[src/rtl/mem_access_unit.sv]
// mem_access_unit: MEM-stage load/store unit for the 5-stage pipeline.
// Turns EX/MEM load/store requests into single-word data-bus transactions
// (IDLE -> BUSY -> DONE), stalls the upstream stages while the bus is busy,
// and formats load data (lane select plus sign/zero extension) for MEM/WB.
// Optional feature: define MEM_TIMEOUT_EN to bound BUSY to TIMEOUT_CYCLES
// cycles and report an expired wait on bus_err.
module mem_access_unit #(
    parameter int unsigned TIMEOUT_CYCLES = 255
) (
    input  logic        clock,
    input  logic        reset,
    input  logic        MEM_MemRead,
    input  logic        MEM_MemWrite,
    input  logic [1:0]  MEM_SIZE,
    input  logic        MEM_Unsigned,
    input  logic [31:0] MEM_ALU_OUT,
    input  logic [31:0] MEM_STORE_DATA,
    input  logic        MEM_RegWrite_in,
    input  logic [4:0]  MEM_RD_in,
    output logic        MEM_RegWrite,
    output logic [31:0] MEM_DATA,
    output logic [4:0]  MEM_RD,
    output logic        mem_stall,
    output logic        misalign,
    output logic        bus_err,
    output logic        dmem_req,
    output logic        dmem_we,
    output logic [31:0] dmem_addr,
    output logic [3:0]  dmem_be,
    output logic [31:0] dmem_wdata,
    input  logic        dmem_ready,
    input  logic [31:0] dmem_rdata
);

    typedef enum logic [1:0] {
        IDLE,
        BUSY,
        DONE
    } state_t;

    state_t      state;
    logic [31:0] load_buf;
    logic        access;
    logic        is_store;
    logic        misaligned_addr;
    logic [3:0]  be_next;
    logic [31:0] wdata_next;
    logic [7:0]  ld_byte;
    logic [15:0] ld_half;
    logic [31:0] load_fmt;
    logic        to_hit;

    // A zero limit would make every access time out before it could start.
    if (TIMEOUT_CYCLES < 1) begin : g_param_check
        $error("TIMEOUT_CYCLES must be at least 1");
    end

    // Both request bits high is a store; the read is dropped.
    assign access   = MEM_MemRead | MEM_MemWrite;
    assign is_store = MEM_MemWrite;
    assign MEM_RD   = MEM_RD_in;

    // Byte-lane enables, replicated store data and alignment check per access size.
    always_comb begin
        be_next         = 4'b1111;
        wdata_next      = MEM_STORE_DATA;
        misaligned_addr = 1'b0;
        case (MEM_SIZE)
            2'b00: begin
                be_next    = 4'b0001 << MEM_ALU_OUT[1:0];
                wdata_next = {4{MEM_STORE_DATA[7:0]}};
            end
            2'b01: begin
                be_next         = MEM_ALU_OUT[1] ? 4'b1100 : 4'b0011;
                wdata_next      = {2{MEM_STORE_DATA[15:0]}};
                misaligned_addr = MEM_ALU_OUT[0];
            end
            default: begin
                misaligned_addr = (MEM_ALU_OUT[1:0] != 2'b00);
            end
        endcase
    end

    // Lane select and sign/zero extension of the captured read word.
    always_comb begin
        ld_byte  = load_buf[7:0];
        ld_half  = MEM_ALU_OUT[1] ? load_buf[31:16] : load_buf[15:0];
        load_fmt = load_buf;
        case (MEM_ALU_OUT[1:0])
            2'b00:   ld_byte = load_buf[7:0];
            2'b01:   ld_byte = load_buf[15:8];
            2'b10:   ld_byte = load_buf[23:16];
            default: ld_byte = load_buf[31:24];
        endcase
        case (MEM_SIZE)
            2'b00:   load_fmt = {{24{~MEM_Unsigned & ld_byte[7]}}, ld_byte};
            2'b01:   load_fmt = {{16{~MEM_Unsigned & ld_half[15]}}, ld_half};
            default: load_fmt = load_buf;
        endcase
    end

`ifdef MEM_TIMEOUT_EN
    localparam int unsigned CW = (TIMEOUT_CYCLES > 1) ? $clog2(TIMEOUT_CYCLES) : 1;

    logic [CW-1:0] to_cnt;

    // The counter holds the number of BUSY cycles already spent without ready.
    assign to_hit = (to_cnt == CW'(TIMEOUT_CYCLES - 1));

    // Bus-wait counter and a one-cycle bus_err pulse covering the DONE cycle.
    always_ff @(posedge clock or posedge reset) begin
        if (reset) begin
            to_cnt  <= '0;
            bus_err <= 1'b0;
        end else begin
            bus_err <= (state == BUSY) && !dmem_ready && to_hit;
            if (state == BUSY)
                to_cnt <= to_cnt + 1'b1;
            else
                to_cnt <= '0;
        end
    end
`else
    assign to_hit  = 1'b0;
    assign bus_err = 1'b0;
`endif

    // Access sequencer: launches the bus request, waits for ready, holds DONE one cycle.
    always_ff @(posedge clock or posedge reset) begin
        if (reset) begin
            state      <= IDLE;
            dmem_req   <= 1'b0;
            dmem_we    <= 1'b0;
            dmem_addr  <= '0;
            dmem_be    <= '0;
            dmem_wdata <= '0;
            load_buf   <= '0;
        end else begin
            case (state)
                IDLE: begin
                    if (access && !misaligned_addr) begin
                        dmem_req   <= 1'b1;
                        dmem_we    <= is_store;
                        dmem_addr  <= {MEM_ALU_OUT[31:2], 2'b00};
                        dmem_be    <= be_next;
                        dmem_wdata <= wdata_next;
                        state      <= BUSY;
                    end
                end
                BUSY: begin
                    if (dmem_ready || to_hit) begin
                        if (dmem_ready)
                            load_buf <= dmem_rdata;
                        dmem_req <= 1'b0;
                        dmem_we  <= 1'b0;
                        dmem_be  <= '0;
                        state    <= DONE;
                    end
                end
                DONE: begin
                    state <= IDLE;
                end
                default: begin
                    state <= IDLE;
                end
            endcase
        end
    end

    // Pipeline-facing outputs; writeback is suppressed while stalled or on a fault.
    always_comb begin
        mem_stall    = 1'b0;
        misalign     = 1'b0;
        MEM_DATA     = MEM_ALU_OUT;
        MEM_RegWrite = MEM_RegWrite_in;
        case (state)
            IDLE: begin
                if (access) begin
                    MEM_RegWrite = 1'b0;
                    if (misaligned_addr)
                        misalign = 1'b1;
                    else
                        mem_stall = 1'b1;
                end
            end
            BUSY: begin
                mem_stall    = 1'b1;
                MEM_RegWrite = 1'b0;
            end
            DONE: begin
                if (!is_store)
                    MEM_DATA = load_fmt;
                if (bus_err)
                    MEM_RegWrite = 1'b0;
            end
            default: begin
                mem_stall = 1'b0;
            end
        endcase
    end

endmodule

[config.mk]
export PLATFORM = sky130hd
export DESIGN_NAME = mem_access_unit
export DESIGN_NICKNAME = d
export VERILOG_FILES = /design/src/rtl/mem_access_unit.sv
export SDC_FILE = /design/constraint.sdc
export NUM_CORES = 1
export LEC_CHECK = 0
export CORE_MARGIN = 5
export CORE_UTILIZATION = 46
export CTS_CLUSTER_SIZE = 14
export DETAILED_ROUTE_END_ITERATION = 16
export PLACE_DENSITY_LB_ADDON = 0.08
export SETUP_SLACK_MARGIN = 0.5
export SLEW_MARGIN = 0
export SYNTH_ARGS = -nofsm -noshare
export SYNTH_HDL_FRONTEND = slang
export SYNTH_SLANG_ARGS = --single-unit
[constraint.sdc]
create_clock -name clock -period 5.51 [get_ports clock]
set_clock_uncertainty 0.05 [all_clocks]
set_input_delay 1.102 -clock clock [delete_from_list [all_inputs] [get_ports clock]]
set_output_delay 1.102 -clock clock [all_outputs]
set_load 0.02 [all_outputs]
==> results.py, run 1 <==
# Metrics from the implementation run
metrics = {
    "timing": {
        "finalHoldViolCount": 0,
        "slew_viol_final": 0,
        "finalSetupViolations": 0,
        "period_used_pct": 87.63,
        "tns_ns": 0,
        "worst_pin_slew_ns": 1.020,
    },
    "critical_path": {
        "ff2ff_path_depth": 4,
        "crit_start": "MEM_ALU_OUT[1]",
        "path_class": "input port to output port",
        "critPathCaptureType": "output port",
        "crit_path_start_kind": "input port",
        "cp-endpoint": "MEM_DATA[15]",
        "cp.required_ns": 4.36,
    },
    "synth": {
        "ys_types": 38,
        "yosysSeqAreaShare_pct": 49.50,
        "ys_warn_count": 0,
        "ys_cells": 542,
        "synthAoiAreaFrac_pct": 9.949,
        "yosys_area_um2": 5156,
        "ys.flops": 102,
        "top_area_share_pct": 49.50,
        "synth_top_cell_by_count": "nand2_1",
        "synthTopCellsByArea": "dfrtp_1, nand2_1, mux2_2, mux2i_1, o21ai_0",
    },
    "drt": {
        "num_vias": 4640,
        "via_per_inst": 5.346,
        "wl_mm": 16.05,
    },
    "clock_tree": {
        "cts-root-buf": "clkbuf_16",
        "htreeDepth": 3,
        "hold_buffers": 0,
        "cts.sinks": 102,
        "tritoncts": "done",
        "cts_buffer_depth": 2,
        "numCtsBuffers": 9,
    },
    "power": {
        "intPower_mw": 2.155,
        "p_sw_share_pct": 36.31,
        "leakage_nw": 3.357,
        "power_frac_seq_pct": 38.7,
        "power_density_nw_per_um2": 448.5,
        "combPwrFrac_pct": 41.8,
    },
    "final_layout": {
        "lay_top_count": "clkdlybuf4s50_1",
        "drive_above_1_share_pct": 12.09,
    },
    "job": {
        "warnings": 26,
    },
    "grt": {
        "grt_max_degree": 59,
        "grt_pass1_vias": 4894,
        "overflow": 0,
    },
    "run_status": {
        "outcome": "finished clean",
    },
    "min_path": {
        "worstHoldStart": "dmem_wdata[17]",
    },
    "placement": {
        "io_buffer_count": 207,
    },
    "floorplan": {
        "ios": 221,
    },
}
run 1: metrics by stage:
step | util [%] | instances
detailed placement | 66.16 | 852
floorplan | - | 544
global placement | 66.16 | 852
global route | 68.98 | 868
CTS | 68.98 | 868
finish | 68.98 | 868
run 1: routing by layer:
| metal | share of wire, % | vias up | track usage (%) | wire length (µm) |
|---|---|---|---|---|
| met3 | 8.9 | 22 | 6.841 | 1423 |
| li1 | - | 2200 | - | - |
| met4 | 1.3 | 0 | 5.723 | 203 |
| met1 | 40 | 2237 | 30.50 | 6487 |
| met2 | 49 | 181 | 41.00 | 7935 |
| met5 | 0 | - | 0 | 0 |
run 1: cell type report:
type                            instances  area [µm²]  share of cell area, %
Clock buffer                           11       252.7                  3.350
Tap cell                              140       175.2                  2.322
Clock inverter                          5       56.30                 0.7464
Timing Repair Buffer                  214        2120                  28.10
Sequential cell                       102        2552                  33.84
Multi-Input combinational cell        390        2362                  31.32
Inverter                                6       25.02                 0.3317
run 1: flip-flops by register name (all words and copies together), names as in the netlist:
register / count
dmem_req: 1
dmem_we: 1
state: 2
dmem_addr: 30
dmem_be: 4
dmem_wdata: 32
load_buf: 32
run 1: critical path, stage by stage:
cell,delay (ns)
clkdlybuf4s50_1,0.91
mux4_2,0.32
nand2_1,0.08
or2_1,0.37
a31oi_1,0.23
clkdlybuf4s50_1,0.66
run 1: power by group through the flow:
stage	logic, mW	clock network (mW)	registers [mW]
global route	1.52	0.702	1.35
detailed placement	1.43	0	1.32
finish	1.41	0.660	1.31
floorplan	0.508	0	1.51
global placement	1.40	0	1.31
CTS	1.43	0.672	1.31
**Run 1: I/O pins on the die edge**

(4 px per µm) Pins as bars across the die edge, other pins in grey.
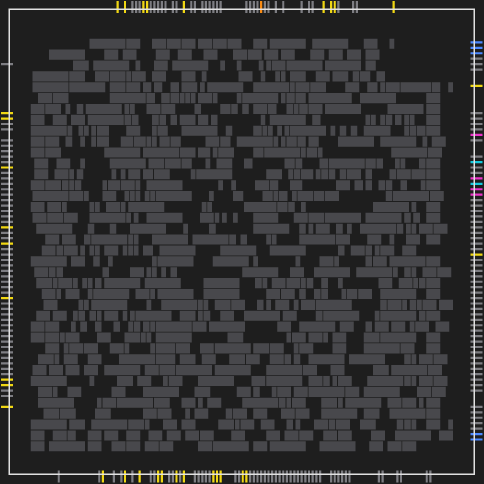
legend:
  blue:
    port: MEM_RD
    pins: 5
    direction: output
    edge: east
  cyan:
    port: MEM_SIZE
    pins: 2
    direction: input
    edge: east
  orange:
    port: MEM_Unsigned
    pins: 1
    direction: input
    edge: north
  yellow:
    port: dmem_addr
    pins: 32
    direction: output
    edge: 12 south, 9 west, 9 north, 2 east
  magenta:
    port: dmem_be
    pins: 4
    direction: output
    edge: east

**Run 1: the metal 2 layer**

(4 px per µm)
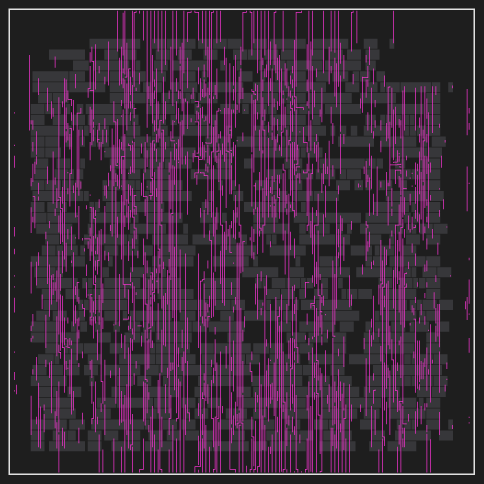
share of all routed wire: 49%
nets with wire on the layer: 702
wire length on this layer: 7940 µm
main direction: vertical

**Run 1: wiring heat map**

(3 px per µm) The die is cut into 23 by 23 equal tiles; dark blue is low, red is high, scaled to the fullest tile. Values are wire area over tile area, all layers added.
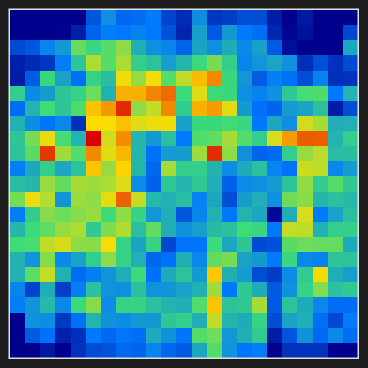
mean over tiles: 0.19
fullest tile: 0.50
densest ninth of the die: west

**Run 1: track usage over the die**

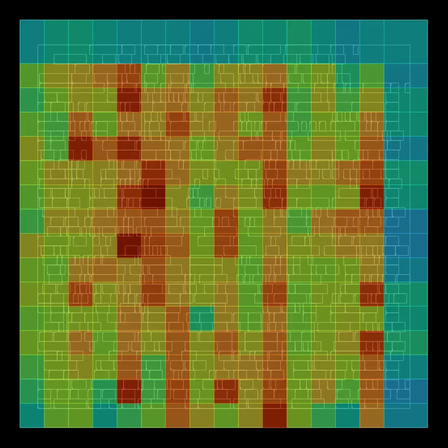
Core Util, Final: 68.98%
gr usage total: 24.08%
most used routing layer: met2
Routed WL per cell: 18.49 µm
grt met3 use: 6.841%

**Run 1: met3 routing**

(4 px per µm)
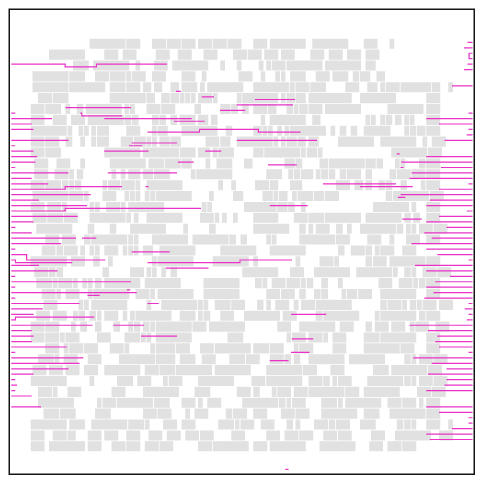

==> run 1 -> run 2 <==
==> constraint.sdc (replaced) <==
create_clock -name clock -period 6.1 [get_ports clock]
set_clock_uncertainty 0.05 [all_clocks]
set_input_delay 1.22 -clock clock [delete_from_list [all_inputs] [get_ports clock]]
set_output_delay 1.22 -clock clock [all_outputs]
set_load 0.02 [all_outputs]
**Run 2: met3 routing**

(4 px per µm)
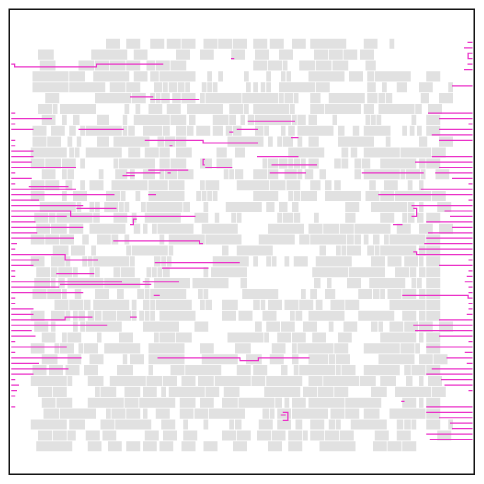
longest straight run: 31.0 µm
main direction: horizontal
wire length on this layer: 1260 µm

**Run 2: the metal 2 layer**

(4 px per µm)
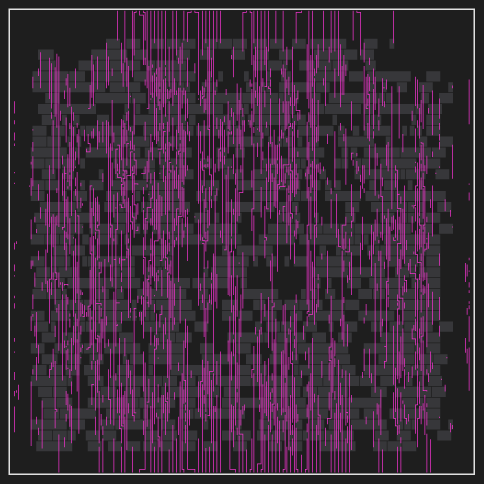
share of all routed wire: 50%
nets with wire on the layer: 726

==> results.py, run 2 <==
# Metrics from the implementation run
metrics = {
    "power": {
        "leakage_nw": 3.342,
        "power_frac_seq_pct": 39.3,
        "power_density_nw_per_um2": 399.8,
        "irDropWorstVdd_uv": 199.9,
        "p_sw_share_pct": 36.22,
        "combPwrFrac_pct": 42.4,
        "clockPowerShare_pct": 18.3,
        "intPower_mw": 1.917,
    },
    "drt": {
        "ant_nets": 0,
        "wl_mm": 15.99,
        "via_per_inst": 5.409,
        "wl_per_cell_um": 18.43,
        "drtIter0Drc": 320,
        "num_vias": 4695,
    },
    "clock_tree": {
        "tritoncts": "done",
        "cts_setup_buffers": 0,
        "clk_pin_slew_worst_paths_ns": 0.07,
        "hold_buffers": 0,
        "numCtsBuffers": 9,
        "cts.sinks": 102,
        "ctsResizeCount": 0,
        "cts_buffer_depth": 2,
        "cts-root-buf": "clkbuf_16",
        "htreeDepth": 3,
    },
    "timing": {
        "worst_pin_slew_ns": 0.9498,
        "period_used_pct": 83.49,
        "fin_crit_ns": 5.093,
        "hold_slack_ns": 0.4266,
        "finalHoldViolCount": 0,
        "finalSetupViolations": 0,
        "maxSlewHeadroom_pct": 36.29,
        "slew_viol_final": 0,
        "tns_ns": 0,
    },
    "placement": {
        "finalWeightedCongestion": 0.8346,
        "io_buffer_count": 207,
        "dp.cells": 852,
    },
    "floorplan": {
        "ios": 221,
        "initCoreUtil_pct": 47.15,
        "core_um2": 10940,
    },
    "grt": {
        "grt_max_degree": 55,
        "grt_pass1_vias": 4795,
        "overflow": 0,
        "grt_use_total_pct": 23.98,
    },
    "critical_path": {
        "crit_path_start_kind": "input port",
        "critPathCaptureType": "output port",
        "cp.required_ns": 4.83,
        "crit_arrival_ns": 3.82,
        "path_class": "input port to output port",
    },
    "final_layout": {
        "drive_above_1_share_pct": 11.54,
        "lay_top_count": "clkdlybuf4s50_1",
        "final_cells": 868,
        "area.growth.synth_to_final_pct": 45.77,
        "final_core_util_pct": 68.73,
        "comb_area_um2": 2362,
        "reg_top3": "dmem_wdata (32), load_buf (32), dmem_addr (30)",
        "postLayoutCellArea_um2": 7516,
        "seq_area_um2": 2552,
    },
    "job": {
        "warnings": 26,
    },
    "synth": {
        "ys_warn_count": 0,
        "yosysSeqAreaShare_pct": 49.50,
        "synth-edff-count": 0,
        "yosys_area_um2": 5156,
        "top_area_share_pct": 49.50,
        "ys.flops": 102,
        "ys_types": 38,
        "ys_cells": 542,
        "synthTopCellsByArea": "dfrtp_1, nand2_1, mux2_2, mux2i_1, o21ai_0",
        "synth_top_cell_by_count": "nand2_1",
    },
    "min_path": {
        "hp-class": "flip-flop to flip-flop",
    },
    "run_status": {
        "outcome": "finished clean",
    },
}
**Run 2: wiring heat map**

(3 px per µm) The die is cut into 23 by 23 equal tiles; dark blue is low, red is high, scaled to the fullest tile. Values are wire area over tile area, all layers added.
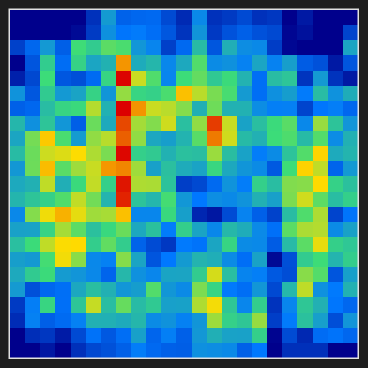
emptiest ninth of the die: north-east
nearly empty tiles: 5.7%
densest ninth of the die: west
fullest tile: 0.52
mean over tiles: 0.19

-- run 2: cell counts after synthesis --
No cell type changed its count.
-- run 2: final cells by class --
type | instances | area share [%]
flip-flops and latches | 102 | 33.96
multi-input cells | 390 | 31.43
repair buffers | 214 | 28.20
clock buffers | 16 | 3.746
well taps | 140 | 2.331
inverters | 6 | 0.3329
-- run 2: worst paths after layout --
| check | end | slack [ns] | depth (start not counted) | start |
|---|---|---|---|---|
| max | MEM_DATA[15] | 1.01 | 6 | MEM_ALU_OUT[1] |
| min | dmem_wdata[28] | 0.43 | 2 | dmem_wdata[28] |
| max reg2reg | load_buf[23] | 3.63 | 4 | state[0] |
| min reg2reg | dmem_wdata[28] | 0.43 | 2 | dmem_wdata[28] |
| max in group asynchronous | load_buf[21] | 3.57 | 3 | reset |
| min in group asynchronous | dmem_addr[27] | 1.26 | 2 | reset |
-- run 2: cell families after synthesis --
logic type / synth area share, %
AOI/OAI and AO/OA: 9.949
muxes: 15.34
DFF: 49.50
other: 0.07273
and+or+nand+nor: 20.14
buffers and inverters: 4.998
-- run 2: metal layers --
metal	vias up	track usage [%]	wire length, µm	share of wire, %
li1	2199	-	-	-
met1	2299	31.51	6587	41
met2	178	40.16	7956	50
met3	19	6.319	1259	7.9
met4	0	5.182	191	1.2
met5	-	0	0	0
-- run 2: critical path, stage by stage --
cell,delay [ns]
clkdlybuf4s50_1,0.89
mux4_2,0.33
nand2_1,0.09
or2_1,0.39
a31oi_1,0.24
clkdlybuf4s50_1,0.65
-- run 2: power by group through the flow --
stage	Clock (mW)	Sequential, mW	Combinational [mW]
floorplan	0	1.36	0.459
CTS	0.558	1.18	1.29
global route	0.590	1.22	1.37
global placement	0	1.18	1.26
detailed placement	0	1.19	1.28
finish	0.550	1.18	1.27
==> run 2 -> run 3 <==
--- a/config.mk
+++ b/config.mk
@@ -6,7 +6,7 @@
 export NUM_CORES = 1
 export LEC_CHECK = 0
 export CORE_MARGIN = 5
-export CORE_UTILIZATION = 46
+export CORE_UTILIZATION = 43
 export CTS_CLUSTER_SIZE = 14
 export DETAILED_ROUTE_END_ITERATION = 16
 export PLACE_DENSITY_LB_ADDON = 0.08
==> constraint.sdc (replaced) <==
create_clock -name clock -period 4.8 [get_ports clock]
set_clock_uncertainty 0.05 [all_clocks]
set_input_delay 0.96 -clock clock [delete_from_list [all_inputs] [get_ports clock]]
set_output_delay 0.96 -clock clock [all_outputs]
set_load 0.02 [all_outputs]
==> results.py, run 3 <==
# Metrics from the implementation run
metrics = {
    "critical_path": {
        "worst_path_most_repeated_cell": "clkdlybuf4s50_1",
        "crit_path_cell_trace": "clkdlybuf4s50_1 > nor3b_4 > nand2b_1 > a211o_4 > nand3_1 > clkdlybuf4s50_1",
        "cp_max_fo": 16,
        "cp.required_ns": 3.79,
        "critPathCaptureType": "output port",
        "crit_path_start_kind": "input port",
        "path_class": "input port to output port",
        "crit_slowest_cell": "clkdlybuf4s50_1",
        "slowest_delay_ns": 0.62,
        "crit_arrival_ns": 3.21,
    },
    "drt": {
        "wl_per_cell_um": 18.42,
        "via_per_inst": 5.290,
        "route.detailed.drc": 0,
        "detail_route.first_pass.iterations": 5,
        "drtIter0Drc": 345,
        "ant_nets": 0,
    },
    "final_layout": {
        "area.growth.synth_to_final_pct": 46.64,
        "reg_top3": "dmem_wdata (32), load_buf (32), dmem_addr (30)",
        "postLayoutCellArea_um2": 7561,
        "diodes": 0,
        "lay_top_cells": "clkdlybuf4s50_1, nand2_1, dfrtp_1",
        "seq_area_um2": 2552,
        "nNetsFinal": 837,
        "comb_area_um2": 2375,
        "drive_above_1_share_pct": 12.47,
        "final_core_util_pct": 63.74,
        "lay_top_count": "clkdlybuf4s50_1",
        "final_cells": 877,
    },
    "synth": {
        "ys_cells": 542,
        "yosys_area_um2": 5156,
        "yosysTopAreaCell": "dfrtp_1",
        "top_area_share_pct": 49.50,
        "synth_top_cell_by_count": "nand2_1",
        "ys_types": 38,
        "ys_warn_count": 0,
        "ys.flops": 102,
        "netlist_instances": 542,
        "yosys-top-cells-count": "nand2_1, dfrtp_1, mux2_2",
        "synthTopCellsByArea": "dfrtp_1, nand2_1, mux2_2, mux2i_1, o21ai_0",
        "synth-edff-count": 0,
        "yosysSeqAreaShare_pct": 49.50,
    },
    "timing": {
        "period_used_pct": 87.96,
        "hold_slack_ns": 0.4311,
        "finalSetupViolations": 0,
        "fin_crit_ns": 4.222,
        "tns_ns": 0,
        "max_freq_ghz": 0.2369,
        "rsz0062_at_grt": "true",
        "maxSlewHeadroom_pct": 27.67,
        "worst_pin_slew_ns": 1.085,
        "slew_viol_final": 0,
        "finalHoldViolCount": 0,
    },
    "run_status": {
        "outcome": "finished clean",
    },
    "clock_tree": {
        "cts-root-buf": "clkbuf_16",
        "tritoncts": "done",
        "ctsResizeCount": 2,
        "hold_buffers": 0,
        "cts_setup_buffers": 0,
        "htreeDepth": 3,
        "cts_buffer_depth": 2,
        "clk_pin_slew_worst_paths_ns": 0.06,
        "clock_latency_ns": 0.34,
        "numCtsBuffers": 9,
        "cts.sinks": 102,
    },
    "placement": {
        "dp_slack_ns": 0.4388,
        "finalWeightedCongestion": 0.8332,
        "io_buffer_count": 207,
        "placed_area_um2": 7286,
        "dp.cells": 863,
    },
    "grt": {
        "grt_max_degree": 99,
        "grt_use_total_pct": 22.91,
        "grt_antenna_before_repair": 0,
        "overflow": 0,
        "grt_pass1_vias": 4846,
        "grt_pass1_wl_mm": 26.03,
    },
    "floorplan": {
        "initCoreUtil_pct": 43.47,
        "core_um2": 11860,
        "die_area_um2": 14280,
        "ios": 221,
    },
    "min_path": {
        "hp-class": "flip-flop to flip-flop",
    },
    "job": {
        "warnings": 27,
        "drv_cap": 0,
    },
    "power": {
        "power_density_nw_per_um2": 501.4,
        "finalPower_mw": 3.791,
        "irDropWorstVdd_uv": 313.0,
        "leakage_nw": 3.369,
    },
}
==> run 3: cell counts after synthesis <==
No cell type changed its count.
==> run 3: power by group <==
group	switching, mW	internal [mW]	total, mW
Combinational	0.805	0.815	1.62
Clock	0.302	0.359	0.661
Sequential	0.280	1.23	1.51
Total	1.39	2.40	3.79
==> run 3: final cells by class <==
| type | count | area share, % |
|---|---|---|
| timing repair buffer | 218 | 28.68 |
| inverter | 6 | 0.3310 |
| sequential | 102 | 33.76 |
| tap | 147 | 2.433 |
| multi-input combinational | 390 | 31.41 |
| clock inverter | 2 | 0.1324 |
| clock buffer | 12 | 3.260 |
==> run 3: logic make-up (layout without fill, tap and decap cells) <==
group                  Yosys count  in the layout  share of synthesized area, %
DFF                            102            102                         49.50
other                            1              3                       0.07273
muxes                           72             72                         15.34
AOI/OAI and AO/OA               87             87                         9.949
buffers and inverters           52            238                         4.998
and+or+nand+nor                228            228                         20.14
==> run 3: final timing paths <==
kind | endpoint | start | slack (ns) | depth (start not counted)
worst max-delay path | MEM_DATA[17] | MEM_MemWrite | 0.58 | 6
worst min-delay path | dmem_req | dmem_req | 0.43 | 2
worst max register to register | load_buf[23] | state[0] | 2.75 | 3
worst min register to register | dmem_req | dmem_req | 0.43 | 2
max in group asynchronous | dmem_addr[8] | reset | 2.66 | 3
min in group asynchronous | dmem_addr[24] | reset | 1.18 | 2
==> run 3: routing by layer <==
metal | track usage (%) | share of wire [%] | vias to the layer above
li1 | - | - | 2207
met1 | 29.55 | 42 | 2224
met2 | 37.04 | 48 | 183
met3 | 6.268 | 8.1 | 25
met4 | 8.518 | 2.0 | 0
met5 | 0 | 0 | -
==> run 3: critical path: cells and delay by family <==
family / cells / cell delay, ns
buffers and inverters: 2 / 1.13
AND/OR/NAND/NOR: 3 / 0.62
AND-OR/OR-AND: 1 / 0.49
**Run 3: I/O pins on the die edge**

(4 px per µm) Pins as bars across the die edge, other pins in grey.
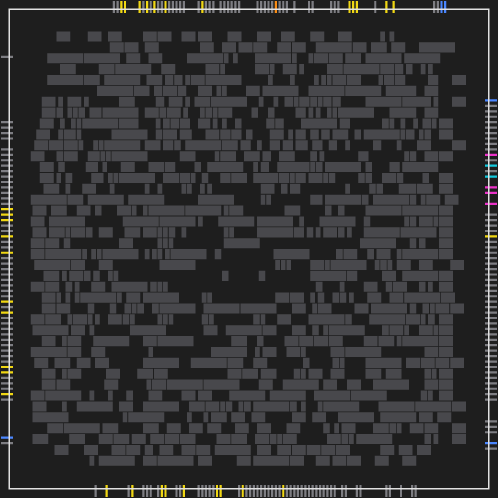
legend:
  cyan:
    port: MEM_SIZE
    pins: 2
    direction: input
    edge: east
  blue:
    port: MEM_RD
    pins: 5
    direction: output
    edge: 2 north, 2 east, 1 west
  orange:
    port: MEM_Unsigned
    pins: 1
    direction: input
    edge: north
  yellow:
    port: dmem_addr
    pins: 32
    direction: output
    edge: 12 north, 10 west, 9 south, 1 east
  magenta:
    port: dmem_be
    pins: 4
    direction: output
    edge: east

**Run 3: the metal 2 layer**

(4 px per µm)
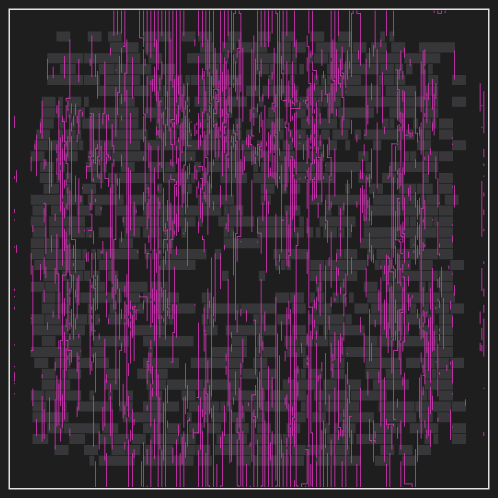
routed wire length: 16.15 mm
Via Count: 4639
met2 Track Usage GR: 37.04%

**Run 3: wiring heat map**

(3 px per µm) The die is cut into 24 by 24 equal tiles; dark blue is low, red is high, scaled to the fullest tile. Values are wire area over tile area, all layers added.
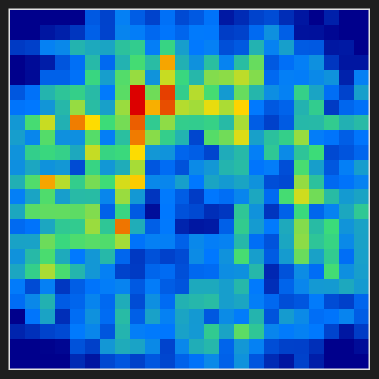
nearly empty tiles: 5.2%
fullest tile: 0.59
mean over tiles: 0.18
tiles over half the peak: 14%

Power figures rest on the tool's default switching activity, not on a simulated workload.
